### config.mk
export PLATFORM = sky130hd
export DESIGN_NAME = sensor_display_mux
export DESIGN_NICKNAME = d
export VERILOG_FILES = /design/src/rtl/sensor_display_mux.sv
export SDC_FILE = /design/constraint.sdc
export NUM_CORES = 1
export LEC_CHECK = 0
export ABC_CLOCK_PERIOD_IN_PS = 2500
export CAP_MARGIN = 5
export CORE_MARGIN = 1
export CORE_UTILIZATION = 45
export DETAILED_ROUTE_END_ITERATION = 16
export HOLD_SLACK_MARGIN = 0.12
export MAX_ROUTING_LAYER = met4
export PLACE_DENSITY_LB_ADDON = 0.08
export SYNTH_ARGS = -nofsm -noshare
export SYNTH_HDL_FRONTEND = slang
export SYNTH_SLANG_ARGS = --single-unit
### constraint.sdc
create_clock -name clk -period 2.5 [get_ports clk]
set_input_delay 0.5 -clock clk [delete_from_list [all_inputs] [get_ports clk]]
set_output_delay 0.5 -clock clk [all_outputs]
set_load 0.02 [all_outputs]
### src/rtl/sensor_display_mux.sv
// Shadows N sensor channels and presents one, picked by button or timed scan, as rate-limited hex digits.
// Optional stale-data blanking is enabled with SENSOR_DISPLAY_MUX_STALE_BLANK_EN.
module sensor_display_mux #(
    parameter int unsigned N_CH        = 4,
    parameter int unsigned DATA_W      = 12,
    parameter int unsigned CLK_FREQ_HZ = 50_000_000,
    parameter int unsigned UPDATE_HZ   = 4,
    parameter int unsigned SCAN_TICKS  = 8,
    parameter int unsigned STALE_TICKS = 16
) (
    input  logic                              clk,
    input  logic                              reset_n,
    input  logic                              next_ch,
    input  logic                              auto_mode,
    input  logic [N_CH*DATA_W-1:0]            ch_data,
    input  logic [N_CH-1:0]                   ch_valid,
    output logic [3:0]                        sel_ch,
    output logic [4*((DATA_W+3)/4)-1:0]       disp_digits,
    output logic                              disp_blank,
    output logic                              update
);

    localparam int unsigned NDIG     = (DATA_W + 3) / 4;
    localparam int unsigned DIG_W    = 4 * NDIG;
    localparam int unsigned TICK_DIV = CLK_FREQ_HZ / UPDATE_HZ;
    localparam int unsigned TICK_W   = $clog2(TICK_DIV);
    localparam int unsigned SCAN_W   = $clog2(SCAN_TICKS + 1);

    // Elaboration-time parameter sanity checks
    if (N_CH < 1 || N_CH > 15) begin : g_bad_nch
        $error("sensor_display_mux: N_CH must be 1..15");
    end
    if (DATA_W < 4 || DATA_W > 32) begin : g_bad_dw
        $error("sensor_display_mux: DATA_W must be 4..32");
    end
    if (TICK_DIV < 2) begin : g_bad_div
        $error("sensor_display_mux: CLK_FREQ_HZ/UPDATE_HZ must be at least 2");
    end
    if (SCAN_TICKS < 1 || STALE_TICKS < 1) begin : g_bad_ticks
        $error("sensor_display_mux: SCAN_TICKS and STALE_TICKS must be at least 1");
    end

    logic [TICK_W-1:0] tick_cnt;
    logic              tick_c;
    logic              tick_q;
    logic              pending;
    logic              auto_q;
    logic              refresh_c;
    logic [SCAN_W-1:0] scan_cnt;
    logic [SCAN_W-1:0] scan_nxt_c;
    logic [3:0]        sel_nxt_c;
    logic [3:0]        man_adv_c;
    logic [3:0]        auto_adv_c;

    logic [DATA_W-1:0] shadow [N_CH];
    logic [N_CH-1:0]   seen;
    logic [DATA_W-1:0] sel_data_c;
    logic              sel_seen_c;
    logic              sel_stale_c;
    logic              blank_c;

    assign tick_c    = (tick_cnt == TICK_W'(TICK_DIV - 1));
    assign refresh_c = tick_q | pending;

    // Next selection: manual wraps through 0, auto scan skips 0
    always_comb begin
        sel_nxt_c  = sel_ch;
        scan_nxt_c = scan_cnt;
        man_adv_c  = (sel_ch >= 4'(N_CH)) ? 4'd0 : sel_ch + 4'd1;
        auto_adv_c = (sel_ch >= 4'(N_CH)) ? 4'd1 : sel_ch + 4'd1;
        if (!auto_mode) begin
            scan_nxt_c = '0;
            if (next_ch) begin
                sel_nxt_c = man_adv_c;
            end
        end else if (!auto_q && sel_ch == 4'd0) begin
            sel_nxt_c  = 4'd1;
            scan_nxt_c = '0;
        end else if (next_ch) begin
            sel_nxt_c  = auto_adv_c;
            scan_nxt_c = '0;
        end else if (tick_c) begin
            if (scan_cnt >= SCAN_W'(SCAN_TICKS - 1)) begin
                sel_nxt_c  = auto_adv_c;
                scan_nxt_c = '0;
            end else begin
                scan_nxt_c = scan_cnt + SCAN_W'(1);
            end
        end
    end

    // Read-out of the selected channel's shadow state
    always_comb begin
        sel_data_c = '0;
        sel_seen_c = 1'b0;
        for (int unsigned k = 0; k < N_CH; k++) begin
            if (sel_ch == 4'(k + 1)) begin
                sel_data_c = shadow[k];
                sel_seen_c = seen[k];
            end
        end
    end

`ifdef SENSOR_DISPLAY_MUX_STALE_BLANK_EN
    localparam int unsigned AGE_W = $clog2(STALE_TICKS + 1);

    logic [AGE_W-1:0] age [N_CH];

    // Ticks since last valid, saturating at the stale threshold
    always_ff @(posedge clk) begin
        for (int unsigned k = 0; k < N_CH; k++) begin
            if (!reset_n || ch_valid[k]) begin
                age[k] <= '0;
            end else if (tick_c && age[k] != AGE_W'(STALE_TICKS)) begin
                age[k] <= age[k] + AGE_W'(1);
            end
        end
    end

    always_comb begin
        sel_stale_c = 1'b0;
        for (int unsigned k = 0; k < N_CH; k++) begin
            if (sel_ch == 4'(k + 1)) begin
                sel_stale_c = (age[k] == AGE_W'(STALE_TICKS));
            end
        end
    end
`else
    assign sel_stale_c = 1'b0;
`endif

    assign blank_c = (sel_ch == 4'd0) | ~sel_seen_c | sel_stale_c;

    always_ff @(posedge clk) begin
        if (!reset_n) begin
            tick_cnt    <= '0;
            tick_q      <= 1'b0;
            pending     <= 1'b0;
            auto_q      <= 1'b0;
            scan_cnt    <= '0;
            sel_ch      <= 4'd0;
            disp_digits <= '0;
            disp_blank  <= 1'b1;
            update      <= 1'b0;
            seen        <= '0;
            for (int unsigned k = 0; k < N_CH; k++) begin
                shadow[k] <= '0;
            end
        end else begin
            tick_cnt <= tick_c ? '0 : tick_cnt + TICK_W'(1);
            tick_q   <= tick_c;
            auto_q   <= auto_mode;
            scan_cnt <= scan_nxt_c;
            sel_ch   <= sel_nxt_c;
            // A selection change always wins over a clearing refresh
            if (sel_nxt_c != sel_ch) begin
                pending <= 1'b1;
            end else if (refresh_c) begin
                pending <= 1'b0;
            end
            update <= refresh_c;
            if (refresh_c) begin
                disp_digits <= DIG_W'(sel_data_c);
                disp_blank  <= blank_c;
            end
            for (int unsigned k = 0; k < N_CH; k++) begin
                if (ch_valid[k]) begin
                    shadow[k] <= ch_data[k*DATA_W +: DATA_W];
                    seen[k]   <= 1'b1;
                end
            end
        end
    end

endmodule

==> run notes, run 1 <==
Implementation results. The run finished with clean final reports. Setup violation total in the final timing report landed at 0. The cell-mix breakdown from Yosys lists the adder-cell area share as 0.0167.

Combinational fraction of the cell area landed at 0.334. The class occupying the most area after layout is reported as sequential cells. Arrival time of the worst setup path landed at 2590 ps. Sum of negative setup slack landed at 0 ps. By area the synthesized netlist is led by sky130_fd_sc_hd__edfxtp_1 (32%), sky130_fd_sc_hd__dfxtp_1 (24%), sky130_fd_sc_hd__and3_1 (7.2%). The worst hold path belongs to the class reg -> reg.

The total overflow left after global routing is 0. Combined area of all synthesized cells landed at 4500 um2. The layout report lists the multi-input gate area as 1870 um2. Per the timing report, the most critical flop-to-flop path originates at sel_ch[0]. Tally of unique sky130hd cells used after synthesis landed at 49. Largest clock skew in the final design landed at 13.4 ps. The number of buffers and inverters on the critical path is 2. For this run, combinational gates with multiple inputs come to 299. Proportion of synthesized area in mux cells landed at 0.00222. The largest total area in the synthesized netlist belongs to sky130_fd_sc_hd__edfxtp_1.

Total wire length landed at 10300 um. Detailed-router iteration count before antenna repair landed at 5. Relative area change from synthesis to final layout landed at 24.2%. Width of the die landed at 102 um. Once detailed placement completed, the half-perimeter wirelength came to 7130 um.

Total via count in the routed design landed at 3524. Per STA, the endpoint of the critical path is disp_blank. The finished design was reported to have a net count of 564.

The warning tally printed by Yosys for this design is 0. Deepest level of the CTS H-tree landed at 3. The analysis attributes to cell leakage a power of 2.16 nW. The CTS log lists the clock sinks for this run as 101.

Per the post-route antenna check, the number of violating nets is 0. Walking the worst path, the cells encountered are inv_1 -> ha_1 -> nor4b_2 -> buf_4 -> a22oi_1 -> o21ai_0 -> a221oi_1 -> a211o_1. The net count after synthesis is 497. Total power per unit cell area landed at 602 nW/um2. After synthesis, the share of flip-flops with an asynchronous set or reset is 0. The count of cells in the finished layout, fillers not included, comes to 640.

Setup repair after global routing left no endpoint under its margin. Achievable frequency landed at 429 MHz. For this configuration, the core starts out at a cell density of 0.463. Prior to clock tree synthesis, the placed netlist has a worst setup slack of 245 ps. The worst setup path is captured at a register. Per the final report, the share of cell area in non-clock buffers is 0.152. By instance count after routing, the leading logic cell types are sky130_fd_sc_hd__clkdlybuf4s50_1 (73), sky130_fd_sc_hd__nor2_1 (63), sky130_fd_sc_hd__dfxtp_1 (53). On the critical path the largest part of the delay comes from AND-OR/OR-AND gates. Fraction of the yosys area taken by sequential cells landed at 0.556. TritonCTS built the clock tree.

For hold timing, the worst endpoint is seen[2]. For reference, the most critical setup path is categorized as reg -> reg. The critical path in the final layout is reported with a setup slack of 169 ps. Grouping non-sequential cells by family puts the most area in simple AND/OR/NAND/NOR gates. Layout sequential cell count landed at 101. Initial antenna violation count landed at 0. Headroom to the max-slew limit landed at 0.393.

The startpoint identified for the worst hold timing path is seen[2]. Setup fix buffers added after clock tree synthesis landed at 0. The report counts max-capacitance violations totalling 0. Clock latency on the worst-skew pair, taken at its later pin, is 370 ps.
==> run 1: registers in the layout (all words and copies together) (netlist names), 4 cells and up <==
signal and cells:
disp_digits 12, scan_cnt 4, seen 4, sel_ch 4, shadow 48, tick_cnt 24
==> run 1: power by group <==
group          internal (W)  switching (W)  leakage (nW)  total, W
clock network      0.000389       0.000608        0.0947  0.000997
registers           0.00184      0.0000466         0.948   0.00189
logic              0.000235       0.000241          1.12  0.000476
==> run 1: layer usage <==
| layer | vias to the layer above | global-route usage | routed length, um |
|---|---|---|---|
| met2 | 71 | 0.334 | 4700 |
| met1 | 1682 | 0.300 | 5030 |
| met4 | 0 | 0.0593 | 118 |
| met5 | - | - | 0 |
| met3 | 13 | 0.0390 | 422 |
| li1 | 1758 | - | - |
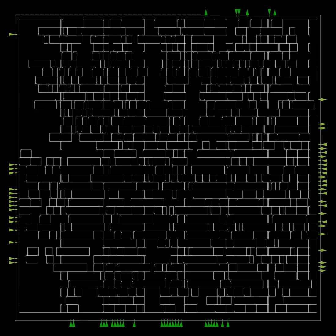
**Above:** run 1 (placed standard cells).
Placeable Area: 9730 um2
number of standard-cell rows in the floorplan: 36
tap cell count: 133
fraction of standard cell area that is sequential: 0.448

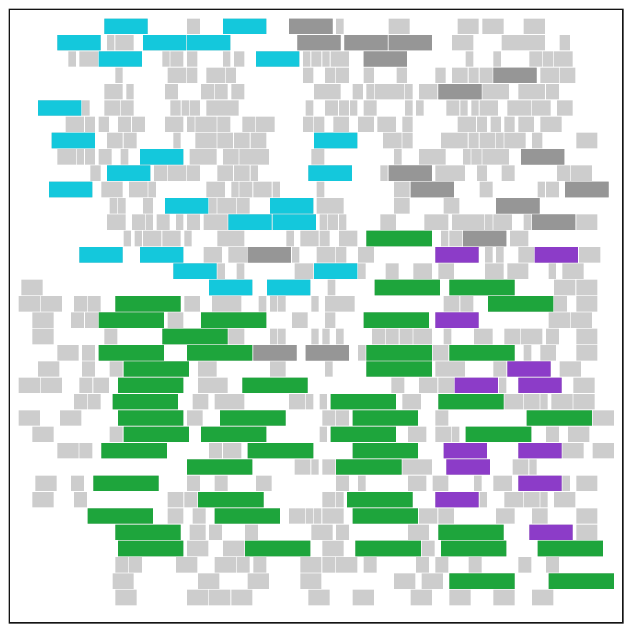
**Above:** run 1 (register map, names as in the netlist).
Scale: 6 px per um.
[purple] disp_digits | placed flops: 12
[cyan] tick_cnt | placed flops: 24
[green] shadow | placed flops: 48
not coloured: 17
post-layout utilization of the core: 0.575
Power Sequential: 0.00189 W
Seq. cell area: 2500 um2

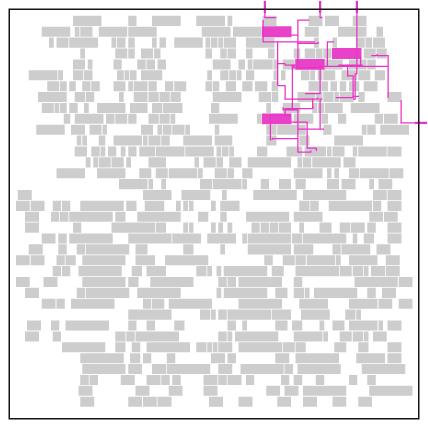
**Above:** run 1 (nets reached from selected ports).
Scale: 4 px per um.
[magenta] sel_ch | bits: 4 | direction: output | edge: 3 top, 1 right | end cells: 4 | buffers: 4 | wire: 277 um
number of ports placed on the die boundary: 74
IO Port Bufs: 73

**Run 1: wiring heat map**

Scale: 4 px per um. 20 x 20 tiles, from dark blue (low) to red (high), scaled to the fullest tile. Values are wire area over tile area, all layers added.
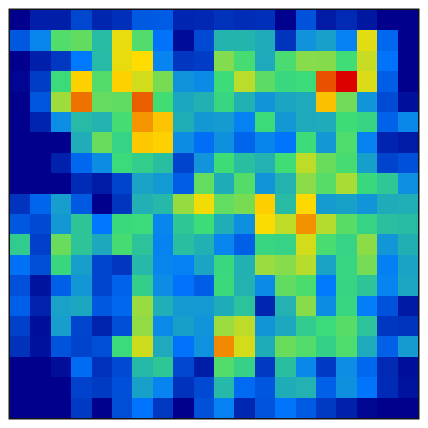

## Run 2: what changed since run 1
Settings changed: CORE_UTILIZATION 45 to 55, CTS_BUF_LIST from default to sky130_fd_sc_hd__clkbuf_8.
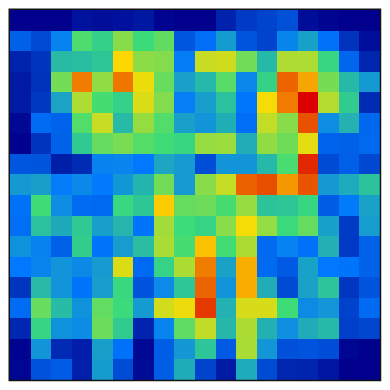
**Above:** run 2 (wiring heat map).
Scale: 4 px per um. 18 x 18 tiles, from dark blue (low) to red (high), scaled to the fullest tile. Values are wire area over tile area, all layers added.
nearly empty tiles: 5.6%
mean over tiles: 0.19
densest ninth of the die: middle
fullest tile: 0.51
total routing resource utilization after global routing: 0.262
via count of the routed design: 3555

==> run notes, run 2 <==
Implementation results. Counting instances, the worst hold path has a depth of 1. The final-stage net count is 563 (-0.18%). The number of nets in the synthesized netlist came to 497 (unchanged).

Met1 layer wirelength in the final routing landed at 4630 um (-8.0%). The total clock sinks came to 101 (unchanged). Internal power summed over all cells landed at 0.00256 W (+4.0%).

Total power per unit cell area landed at 612 nW/um2 (+1.8%). The core utilization at floorplan is 0.576 (+0.114). The insertion delay to the later sink of the worst-skew pair was 360 ps (about the same). Slack of the worst reg-to-reg path landed at 190 ps.

The total congestion overflow after global routing came to 0 (unchanged). For the worst reg-to-reg path, the startpoint reported by OpenROAD is sel_ch[0]. Area of the placeable core landed at 7810 um2 (-20%). Power share of the clock group landed at 0.305 (+0.009). Share of total power consumed by net switching landed at 0.246 (-0.0208). The achievable frequency was 434 MHz (+1.0%). Max-capacitance violation count landed at 0 (unchanged). Among cell families on the critical path, the largest total delay comes from AND-OR/OR-AND gates.

Global route summary, busiest routing layer listed as met2. In the power breakdown, the biggest contributor is registers. The arrival time of the worst setup path was 2560 ps (-30 ps). Sum of net half-perimeters after detailed placement landed at 7110 um (-0.32%). TritonCTS built the clock tree. Flip-flop count of the largest register, all copies and words added landed at 48 (unchanged). The final design utilization came to 0.711 (+0.137). The detailed-router iteration count before antenna repair came to 4 (-1). Port buffer count landed at 73 (unchanged).

The sequential power came to 0.00189 W (about the same). The flow ran to the end, and the final reports show no timing, DRC or antenna violations. Detailed-routed wire length on met2 landed at 4620 um (-1.7%). Per the detail_route log, the uppermost layer with routed signals is met4. The cell type that accounts for the most area after synthesis is sky130_fd_sc_hd__edfxtp_1. Counting flops with a built-in enable in the synthesized netlist gives 48.

The worst setup path is captured at a register. Looking at hold timing, the worst path starts from tick_cnt[0]. Count of non-filler cells in the finished layout landed at 608 (-5.0%). In the final layout, the registers with the most flip-flops are shadow (48), tick_cnt (24), disp_digits (12). The critical path is of the reg -> reg type. Fraction of the yosys area taken by sequential cells landed at 0.556 (unchanged).

Clock-net power landed at 0.00104 W (+4%). The initial antenna violation count came to 0 (unchanged). Count of synthesis-stage warnings from yosys landed at 0 (unchanged). The main area contributors are sky130_fd_sc_hd__edfxtp_1 (32%), sky130_fd_sc_hd__dfxtp_1 (24%), sky130_fd_sc_hd__and3_1 (7.2%). The part of the power in combinational logic was 0.139 (-0.003). Met3 capacity usage during global routing landed at 0.0640 (+0.0251). Ranking logic cells in the layout by count gives the top entries sky130_fd_sc_hd__clkdlybuf4s50_1 (73), sky130_fd_sc_hd__nor2_1 (63), sky130_fd_sc_hd__dfxtp_1 (53).

Checking hold timing, the worst path is listed with class reg -> reg. The relative contribution of sequential cells to total power came to 0.556 (-0.006). Deepest level of the CTS H-tree landed at 3 (unchanged). The post-place setup slack was 199 ps (-46.4 ps). Global-route track usage on met2 landed at 0.405 (+0.0714). Worst setup margin landed at 193 ps (+24.2 ps).

The setup fix buffers added after clock tree synthesis was 0 (unchanged). Tally of unique sky130hd cells used after synthesis landed at 49 (unchanged). shadow holds more flip-flops than any other register. Sum of negative setup slack landed at 0 ps (unchanged). Combined area of all synthesized cells landed at 4500 um2 (unchanged).

The width of the die was 92.5 um (-9.4%). Largest clock skew in the final design landed at 9.62 ps (-3.78 ps). The length of routed met3 wiring was 577 um (+37%). Combinational-cell power consumption landed at 0.000471 W (-1%). Per STA, the endpoint of the critical path is disp_blank. Met1 capacity usage during global routing landed at 0.348 (+0.0477). Headroom to the max-slew limit landed at 0.446 (+0.0539).

The net load switching power came to 0.000835 W (-6.8%). The cell row count came to 32 (-11%). The fraction of registers with async set or reset after synthesis came to 0 (unchanged). Leakage dissipation landed at 2.17 nW (+0.39%). Setup repair after global routing left no endpoint under its margin.
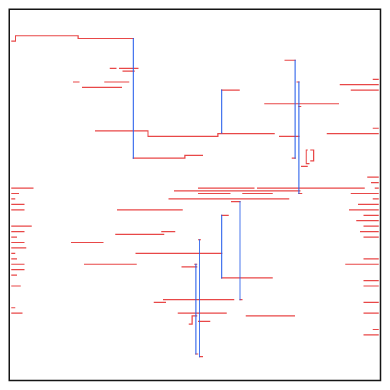
**Above:** run 2 (wiring by layer).
Scale: 4 px per um. Only two layers are drawn.
[blue] M4 | wire length: 185 um
[red] M3 | wire length: 578 um
average wire per standard cell: 16.5 um
Final Routed Wirelength: 10000 um

-- run 2: cell counts after synthesis --
No cell type changed its count.
-- run 2: cells by family after synthesis --
family | count (synthesis) | synth area share
xor+xnor | 18 | 0.0350
buf+inv | 35 | 0.0300
fa+ha+maj | 6 | 0.0167
simple gates | 197 | 0.239
flops | 101 | 0.556
compound gates | 77 | 0.121
mux | 1 | 0.00222
-- run 2: final cells by class --
type                            instances  area [um2]  area share
Timing Repair Buffer                   86         841       0.151
Clock inverter                          6        61.3      0.0110
Inverter                                4        15.0     0.00270
Sequential cell                       101        2500       0.451
Multi-Input combinational cell        299        1870       0.337
Clock buffer                           10         138      0.0248
Tap cell                              102         128      0.0230
**Run 2: placed standard cells**

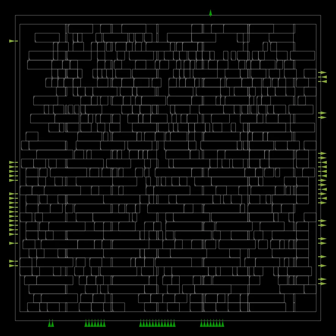

## Run 3: what changed since run 2
Settings changed: ABC_AREA from default to 1, HOLD_SLACK_MARGIN 0.12 to 0.02.
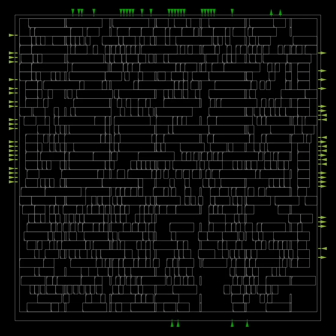
**Above:** run 3 (placed standard cells).
post-route non-filler standard cell count: 751
Placeable Area: 8180 um2

==> run notes, run 3 <==
Implementation results. The non-clock buffer count in the final layout was 80 (-7.0%). The run finished with clean final reports. The net load switching power is 0.000862 W (+3.3%). Combined flip-flop and latch cell area landed at 2500 um2 (unchanged).

The count of multi-input gates was 354 (+18%). Sequential share of cell area landed at 0.444 (-0.00690). The sum of net half-perimeters after detailed placement came to 7380 um (+3.8%). Total wire length landed at 9680 um (-3.3%).

Total power per unit cell area landed at 576 nW/um2 (-5.8%). The relative contribution of sequential cells to total power is 0.575 (+0.019). Per the post-synthesis stats, the area per cell is 8.15 um2.

The insertion delay to the later sink of the worst-skew pair is 370 ps (about the same). The layout sequential cell count is 101 (unchanged). Initial antenna violation count landed at 0 (unchanged). Combinational fraction of the cell area landed at 0.300 (-0.0369).

Total routing usage reported by global routing landed at 0.242 (-0.0205). The min-delay analysis places its worst path in the category reg -> reg. Arrival time of the worst setup path landed at 1560 ps (-1000 ps). The slack of the worst reg-to-reg path is 460 ps (+270 ps). The final design utilization came to 0.690 (-0.0214). Number of ordinary inverters in the final layout landed at 95 (+91). The sum of negative setup slack is 0 ps (unchanged). The headroom to the max-slew limit was 0.633 (+0.186). The total clock sinks came to 101 (unchanged).

Combined area of all synthesized cells landed at 4610 um2 (+2.5%). The width of the die came to 93.6 um (+1.2%). Per the detail_route log, the uppermost layer with routed signals is met4.

For hold timing, the worst endpoint is seen[2]. Deepest level of the CTS H-tree landed at 3 (unchanged). Length of routed met3 wiring landed at 557 um (-3.5%). The power share of the clock group was 0.292 (-0.013). The leakage dissipation is 2.42 nW (+12%). Data-path buffer share of cell area in the final layout landed at 0.139 (-0.0125).

The global-route track usage on met2 is 0.377 (-0.0281). Sorting the synthesized cells by area gives the leading types as sky130_fd_sc_hd__edfxtp_1 (31%), sky130_fd_sc_hd__dfxtp_1 (23%), sky130_fd_sc_hd__nor2_1 (9.2%). The detailed-routed wire length on met2 is 4480 um (-3.1%). The number of gates resized after CTS was 0. TritonCTS built the clock tree. Met1 layer wirelength in the final routing landed at 4520 um (-2.4%). Post-detailed-route wirelength per cell landed at 12.9 um (-22%). Tally of clock buffers in the finished layout landed at 9 (-1). STA classifies the critical path endpoint as an output port.

Share of total power consumed by net switching landed at 0.265 (+0.0196). The total congestion overflow after global routing was 0 (unchanged). The final timing report lists a max-slew violation count of 0. Setup fix buffers added after clock tree synthesis landed at 0 (unchanged). Global route summary, busiest routing layer listed as met2. The largest registers in the layout are shadow (48), tick_cnt (24), disp_digits (12).

Core utilization at floorplan landed at 0.564 (-0.0123). The count of flip-flops with a built-in enable after synthesis is 48 (unchanged). Post-place setup slack landed at 504 ps (+305 ps). STA lists the startpoint of the worst register-to-register path as sel_ch[0]. The cell row count is 33 (+3.1%). The fraction of registers with async set or reset after synthesis was 0 (unchanged). Setup repair after global routing left no endpoint under its margin. The clock tree cell share of total cell area came to 0.0311 (-0.00476). Count of synthesis-stage warnings from yosys landed at 0 (unchanged). The largest register by flop count is shadow.

The setup path with the least slack is of type reg -> out. The final-stage net count was 703 (+25%). Largest buffer count on any clock path landed at 2. The internal power summed over all cells came to 0.00239 W (-6.9%).

Number of stages on the worst hold path landed at 2 (+1). Total via count in the routed design landed at 3822 (+7.5%). Part of the power in combinational logic landed at 0.133 (-0.006).

By area, sequential cells come first. The met3 capacity usage during global routing was 0.0398 (-0.0242). Sorting the Yosys area breakdown by cell type puts at the top sky130_fd_sc_hd__edfxtp_1.

Largest clock skew in the final design landed at 10.8 ps (+1.16 ps). By instance count after routing, the leading logic cell types are sky130_fd_sc_hd__nor2_1 (113), sky130_fd_sc_hd__nand2_1 (97), sky130_fd_sc_hd__inv_1 (91). The tapcell count is 105 (+2.9%).
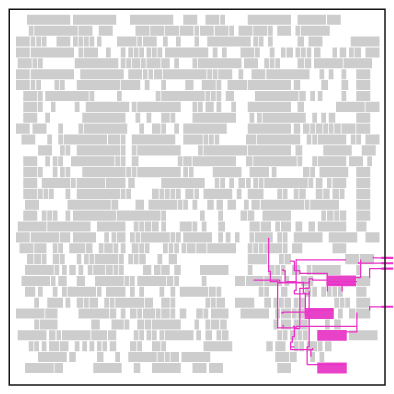
**Above:** run 3 (nets reached from selected ports).
Scale: 4 px per um.
[magenta] sel_ch | bits: 4 | direction: output | edge: right | end cells: 4 | buffers: 5 | wire: 251 um

[run 3: power by group through the flow]
stage	combinational (W)	clock, W	sequential [W]
final	0.000431	0.000950	0.00187
after detailed placement	0.000430	0	0.00191
after global placement	0.000423	0	0.00190
after floorplan	0.000211	0	0.00192
after global routing	0.000481	0.00104	0.00188
after CTS	0.000431	0.000968	0.00187
[run 3: cell families after synthesis]
logic type | synth area share
buffers and inverters | 0.0909
adder cells (fa/ha/maj) | 0.0163
AND/OR/NAND/NOR | 0.256
XOR/XNOR | 0.00570
AND-OR/OR-AND | 0.0890
flip-flops | 0.543
[run 3: critical path: stages (launching register included)]
cell,delay (ps)
sky130_fd_sc_hd__dfxtp_1,430
sky130_fd_sc_hd__buf_4,170
sky130_fd_sc_hd__clkdlybuf4s50_1,600
Power figures rest on the tool's default switching activity, not on a simulated workload.
